<file path="config.mk">
export PLATFORM = sky130hd
export DESIGN_NAME = eight_bit_prime_generator
export DESIGN_NICKNAME = d
export VERILOG_FILES = /design/src/rtl/eight_bit_prime_generator.sv
export SDC_FILE = /design/constraint.sdc
export NUM_CORES = 1
export LEC_CHECK = 0
export CAP_MARGIN = 20
export CORE_AREA = 2 2 108 110
export DETAILED_ROUTE_END_ITERATION = 10
export DIE_AREA = 0 0 110 112
export PLACE_DENSITY = 0.4
export SLEW_MARGIN = 30
export SYNTH_ARGS = -nofsm -noshare
export SYNTH_HDL_FRONTEND = slang
export SYNTH_SLANG_ARGS = --single-unit
</file>
<file path="constraint.sdc">
create_clock -name clk -period 5 [get_ports clk]
set_clock_uncertainty 0.05 [all_clocks]
set_input_delay 0.5 -clock clk [delete_from_list [all_inputs] [get_ports clk]]
set_output_delay 0.5 -clock clk [all_outputs]
set_load 0.1 [all_outputs]
</file>
<file path="src/rtl/eight_bit_prime_generator.sv">
// Serial trial-division prime generator: sweeps START..LIMIT, streams each candidate MSB-first
// through mod-2/3/5/7/11/13 residue trackers and hands primes out on a valid/ready port.
// Optional macro PRIME_GEN_SKIP_EVEN_EN: skip even candidates above 2.
module eight_bit_prime_generator #(
    parameter logic [7:0] START = 8'd2,
    parameter logic [7:0] LIMIT = 8'd255
) (
    input  logic       clk,
    input  logic       reset,
    input  logic       start,
    input  logic       ready,
    output logic [7:0] prime_out,
    output logic       valid,
    output logic       busy,
    output logic       done,
    output logic [5:0] count
);

    typedef enum logic [2:0] {
        IDLE,
        SHIFT,
        CHECK,
        EMIT,
        DONE
    } state_t;

    localparam logic [5:0][4:0] MODULI = {5'd13, 5'd11, 5'd7, 5'd5, 5'd3, 5'd2};

    state_t          state;
    state_t          state_next;
    logic [7:0]      cand;
    logic [7:0]      cand_next;
    logic [7:0]      prime_next;
    logic [2:0]      idx;
    logic [2:0]      idx_next;
    logic [5:0][3:0] res;
    logic [5:0][3:0] res_next;
    logic [5:0]      count_next;
    logic [8:0]      step;
    logic [8:0]      advanced;
    logic            last;
    logic            is_prime;
    logic            bit_in;

    // Residue r < p, so 2r+b < 2p and a single conditional subtract reduces it.
    function automatic logic [3:0] mod_step(input logic [3:0] r, input logic b, input logic [4:0] p);
        logic [4:0] t;
        t = {r, b};
        if (t >= p) begin
            t = t - p;
        end
        return t[3:0];
    endfunction

    always_comb begin
`ifdef PRIME_GEN_SKIP_EVEN_EN
        step = (cand < 8'd2 || !cand[0]) ? 9'd1 : 9'd2;
`else
        step = 9'd1;
`endif
        advanced = {1'b0, cand} + step;
        // Checked before advancing, so the candidate never wraps past 255.
        last     = (cand >= LIMIT) || (advanced > {1'b0, LIMIT});
    end

    always_comb begin
        is_prime = (cand >= 8'd2);
        for (int i = 0; i < 6; i++) begin
            if (res[i] == 4'd0 && cand != {3'b000, MODULI[i]}) begin
                is_prime = 1'b0;
            end
        end
    end

    assign bit_in = cand[idx];

    always_comb begin
        state_next = state;
        cand_next  = cand;
        idx_next   = idx;
        res_next   = res;
        prime_next = prime_out;
        count_next = count;
        case (state)
            IDLE, DONE: begin
                if (start) begin
                    state_next = SHIFT;
                    cand_next  = START;
                    idx_next   = 3'd7;
                    res_next   = '0;
                    count_next = '0;
                end
            end
            SHIFT: begin
                for (int i = 0; i < 6; i++) begin
                    res_next[i] = mod_step(res[i], bit_in, MODULI[i]);
                end
                idx_next = idx - 3'd1;
                if (idx == 3'd0) begin
                    state_next = CHECK;
                end
            end
            CHECK: begin
                if (is_prime) begin
                    state_next = EMIT;
                    prime_next = cand;
                end else if (last) begin
                    state_next = DONE;
                end else begin
                    state_next = SHIFT;
                    cand_next  = advanced[7:0];
                    idx_next   = 3'd7;
                    res_next   = '0;
                end
            end
            EMIT: begin
                if (ready) begin
                    count_next = (count == 6'd63) ? count : count + 6'd1;
                    if (last) begin
                        state_next = DONE;
                    end else begin
                        state_next = SHIFT;
                        cand_next  = advanced[7:0];
                        idx_next   = 3'd7;
                        res_next   = '0;
                    end
                end
            end
            default: begin
                state_next = IDLE;
            end
        endcase
    end

    // All state advances on the falling clock edge.
    always_ff @(negedge clk) begin
        if (reset) begin
            state     <= IDLE;
            cand      <= 8'd0;
            idx       <= 3'd0;
            res       <= '0;
            prime_out <= 8'd0;
            count     <= 6'd0;
        end else begin
            state     <= state_next;
            cand      <= cand_next;
            idx       <= idx_next;
            res       <= res_next;
            prime_out <= prime_next;
            count     <= count_next;
        end
    end

    assign valid = (state == EMIT);
    assign busy  = (state == SHIFT) || (state == CHECK) || (state == EMIT);
    assign done  = (state == DONE);

endmodule

</file>
==> reports/qor.rpt, run 1 <==
=============================================================================
Status                                                           complete, no violations
Mean instance size in the synthesized netlist                        8.69 µm²
CTS buffer count                                                            5
Residual DRC                                                                0
Worst reg2reg setup slack                                             1.99 ns
Fraction of power spent switching nets                                  36.3%
First-pass iteration count of the detailed router                           4
Setup Viol. Count Final                                                     0
Seq cells post-synth                                                       52
FF-to-FF path depth                                                         9
Largest registers ranked by flip-flop count                      res: 24 flops, cand: 8 flops, prime_out: 8 flops
X dimension of the die                                                 110 µm
Logic share of the area                                                 49.0%
Number of non-clock inverters                                              17
Fraction of the yosys area taken by sequential cells                    34.3%
Switching component of the power                                       422 µW
Post-synthesis xor/xnor area fraction                                   3.75%
WL met3                                                                285 µm
Adder-Cell Fraction of Synth Area                                       6.52%
Area share of the largest cell type after synthesis                     34.3%
Dominant delay contributor by cell family on the critical path   simple AND/OR/NAND/NOR gates
Core utilization before placement                                       27.1%
Multi-input gate area in the final layout                         0.00183 mm²
Dominant cells by area after synthesis                           dfxtp_1 34%, ha_1 6.2%, nor2_1 4.6%
Met3 track demand over resource in global routing                       3.75%
Leakage power                                                         1.59 nW
Final Non-Filler Cells                                                    562
=============================================================================
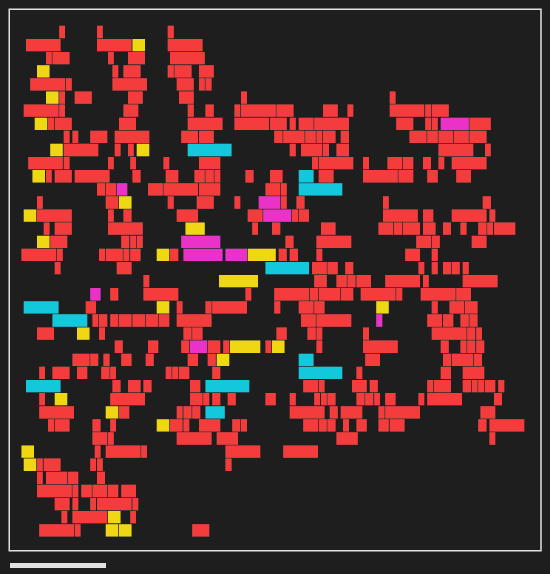
**Above:** run 1 (sizing map).
Scale bar: 20 µm.
_6 and larger: marked cyan, cells 11, most used clkbuf_16. _2 cells: marked magenta, cells 10, most used mux4_2. _3 and _4 cells: marked yellow, cells 28, most used buf_4. _0 and _1 cells: marked red, cells 370, most used inv_1.
Finished Cell Area: 0.00373 mm²
final worst-path setup slack: 0.337 ns
P&R area growth vs syn: 23.1%

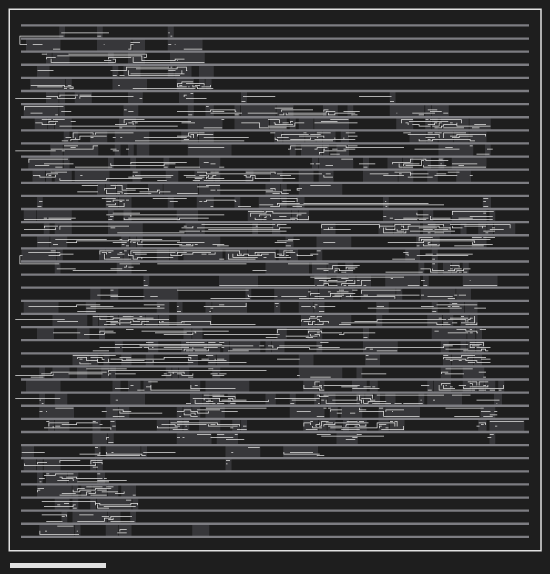
**Above:** run 1 (the metal 1 layer).
Scale bar: 20 µm. Supply wires on this layer in grey.
The layer carries 3800 µm of wire. 408 nets have wire on it. The layer holds 50% of the routed length. The wires run mostly horizontal.
met1 global-route usage: 16.6%
routed wire length: 7670 µm
total via count in the routed design: 2829

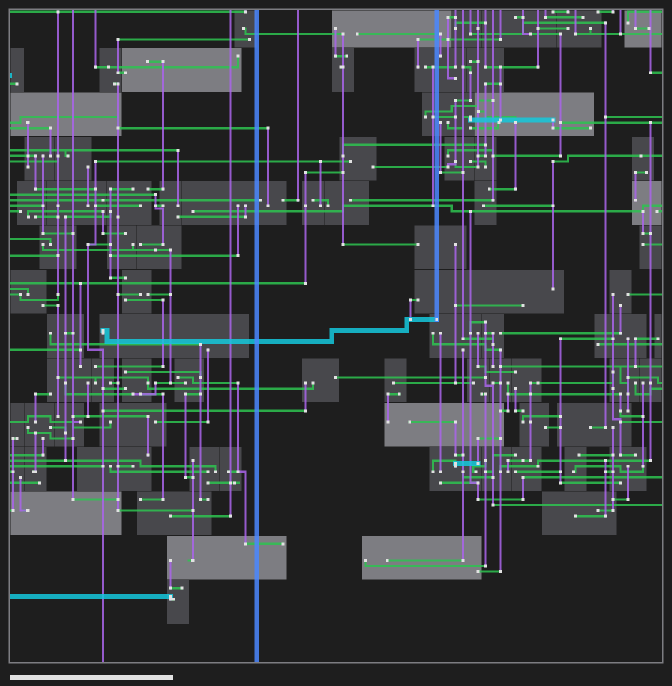
**Above:** run 1 (layout detail).
Scale bar: 10 µm. Window x 35 to 75, y 14 to 54 µm. Cells in grey, sequential cells in the stronger grey; small squares are vias.
metal 4: marked blue. metal 1: marked green. metal 3: marked cyan. metal 2: marked purple.
74 logic cells have their middle in the window. Sequential cells in the window: 8. Most frequent: inv_1 (13), a21oi_1 (10), dfxtp_1 (8). Netlist names of flops here include res (4), idx (3).

==> run 1 -> run 2 <==
--- a/config.mk
+++ b/config.mk
@@ -7,9 +7,11 @@
 export LEC_CHECK = 0
 export CAP_MARGIN = 20
 export CORE_AREA = 2 2 108 110
+export CTS_CLUSTER_DIAMETER = 100
 export DETAILED_ROUTE_END_ITERATION = 10
 export DIE_AREA = 0 0 110 112
 export PLACE_DENSITY = 0.4
+export REMOVE_ABC_BUFFERS = 1
 export SLEW_MARGIN = 30
 export SYNTH_ARGS = -nofsm -noshare
 export SYNTH_HDL_FRONTEND = slang
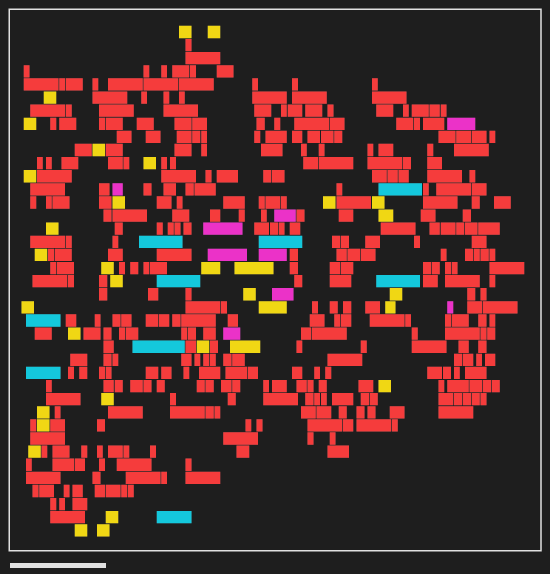
**Above:** run 2 (sizing map).
Scale bar: 20 µm.
_3 and _4 cells: marked yellow, cells 33, most used buf_4. _6 and larger: marked cyan, cells 9, most used clkbuf_16. _0 and _1 cells: marked red, cells 371, most used inv_1. _2 cells: marked magenta, cells 9, most used mux4_2.
P&R area growth vs syn: 24.3%
final worst-path setup slack: 0.294 ns

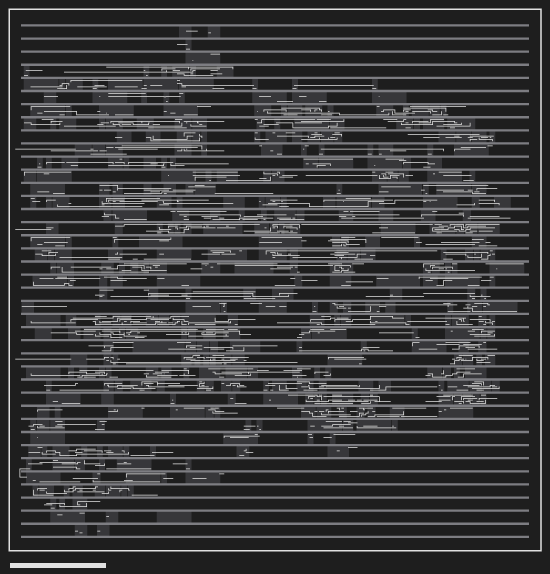
**Above:** run 2 (the metal 1 layer).
Scale bar: 20 µm. Supply wires on this layer in grey.
The layer carries 3700 µm of wire. The longest straight run is 38.6 µm. The wires run mostly horizontal. 402 nets have wire on it.
routed wire length: 7610 µm
met1 global-route usage: 16.9%
total via count in the routed design: 2797

==> reports/qor.rpt, run 2 <==
=============================================================================
Finished Cell Area                                                0.00377 mm²   +0.97%
Cell area after synthesis                                         0.00303 mm²
Adder-Cell Fraction of Synth Area                                       6.52%   unchanged
Fraction of power spent switching nets                                  33.9%   -2.4 points
Leakage power                                                         1.61 nW   +1.4%
GR Util All Layers                                                      13.0%
WL met3                                                                315 µm   +11%
Critical R2R Capture                                                   res[4]
Logic share of the area                                                 48.5%   -0.54 points
Die Ht                                                                 112 µm
Dominant delay contributor by cell family on the critical path   simple AND/OR/NAND/NOR gates
Core utilization before placement                                       27.1%   unchanged
FF-to-FF path depth                                                         9   unchanged
Met3 track demand over resource in global routing                       5.09%   +1.3 points
First-pass iteration count of the detailed router                           4   unchanged
Area share of the largest cell type after synthesis                     34.3%   unchanged
CTS buffer count                                                            5   unchanged
Seq cells post-synth                                                       52   unchanged
Status                                                           complete, no violations
Proportion of power drawn by combinational gates                        15.0%
Number of non-clock inverters                                              17   unchanged
Final Non-Filler Cells                                                    565   +0.53%
Largest registers ranked by flip-flop count                      res: 24 flops, cand: 8 flops, prime_out: 8 flops
Switching component of the power                                       405 µW   -4.1%
X dimension of the die                                                 110 µm   unchanged
Dominant cells by area after synthesis                           dfxtp_1 34%, ha_1 6.2%, nor2_1 4.6%
Fraction of the yosys area taken by sequential cells                    34.3%   unchanged
Post-synthesis xor/xnor area fraction                                   3.75%   unchanged
Mean instance size in the synthesized netlist                        8.69 µm²   unchanged
=============================================================================
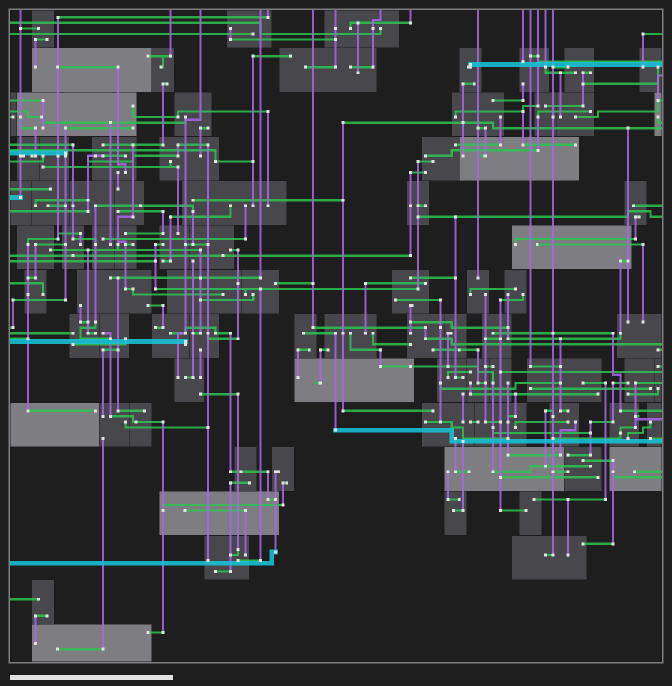
**Above:** run 2 (layout detail).
Scale bar: 10 µm. Window x 35 to 75, y 14 to 54 µm. Cells in grey, sequential cells in the stronger grey; small squares are vias.
metal 1: marked green. metal 2: marked purple. metal 3: marked cyan.
Netlist names of flops here include res (4), idx (3), state (2). Sequential cells in the window: 9. 76 logic cells have their middle in the window. Most frequent: inv_1 (13), dfxtp_1 (9), a21oi_1 (8).

Power is estimated from default activity; no workload was simulated.
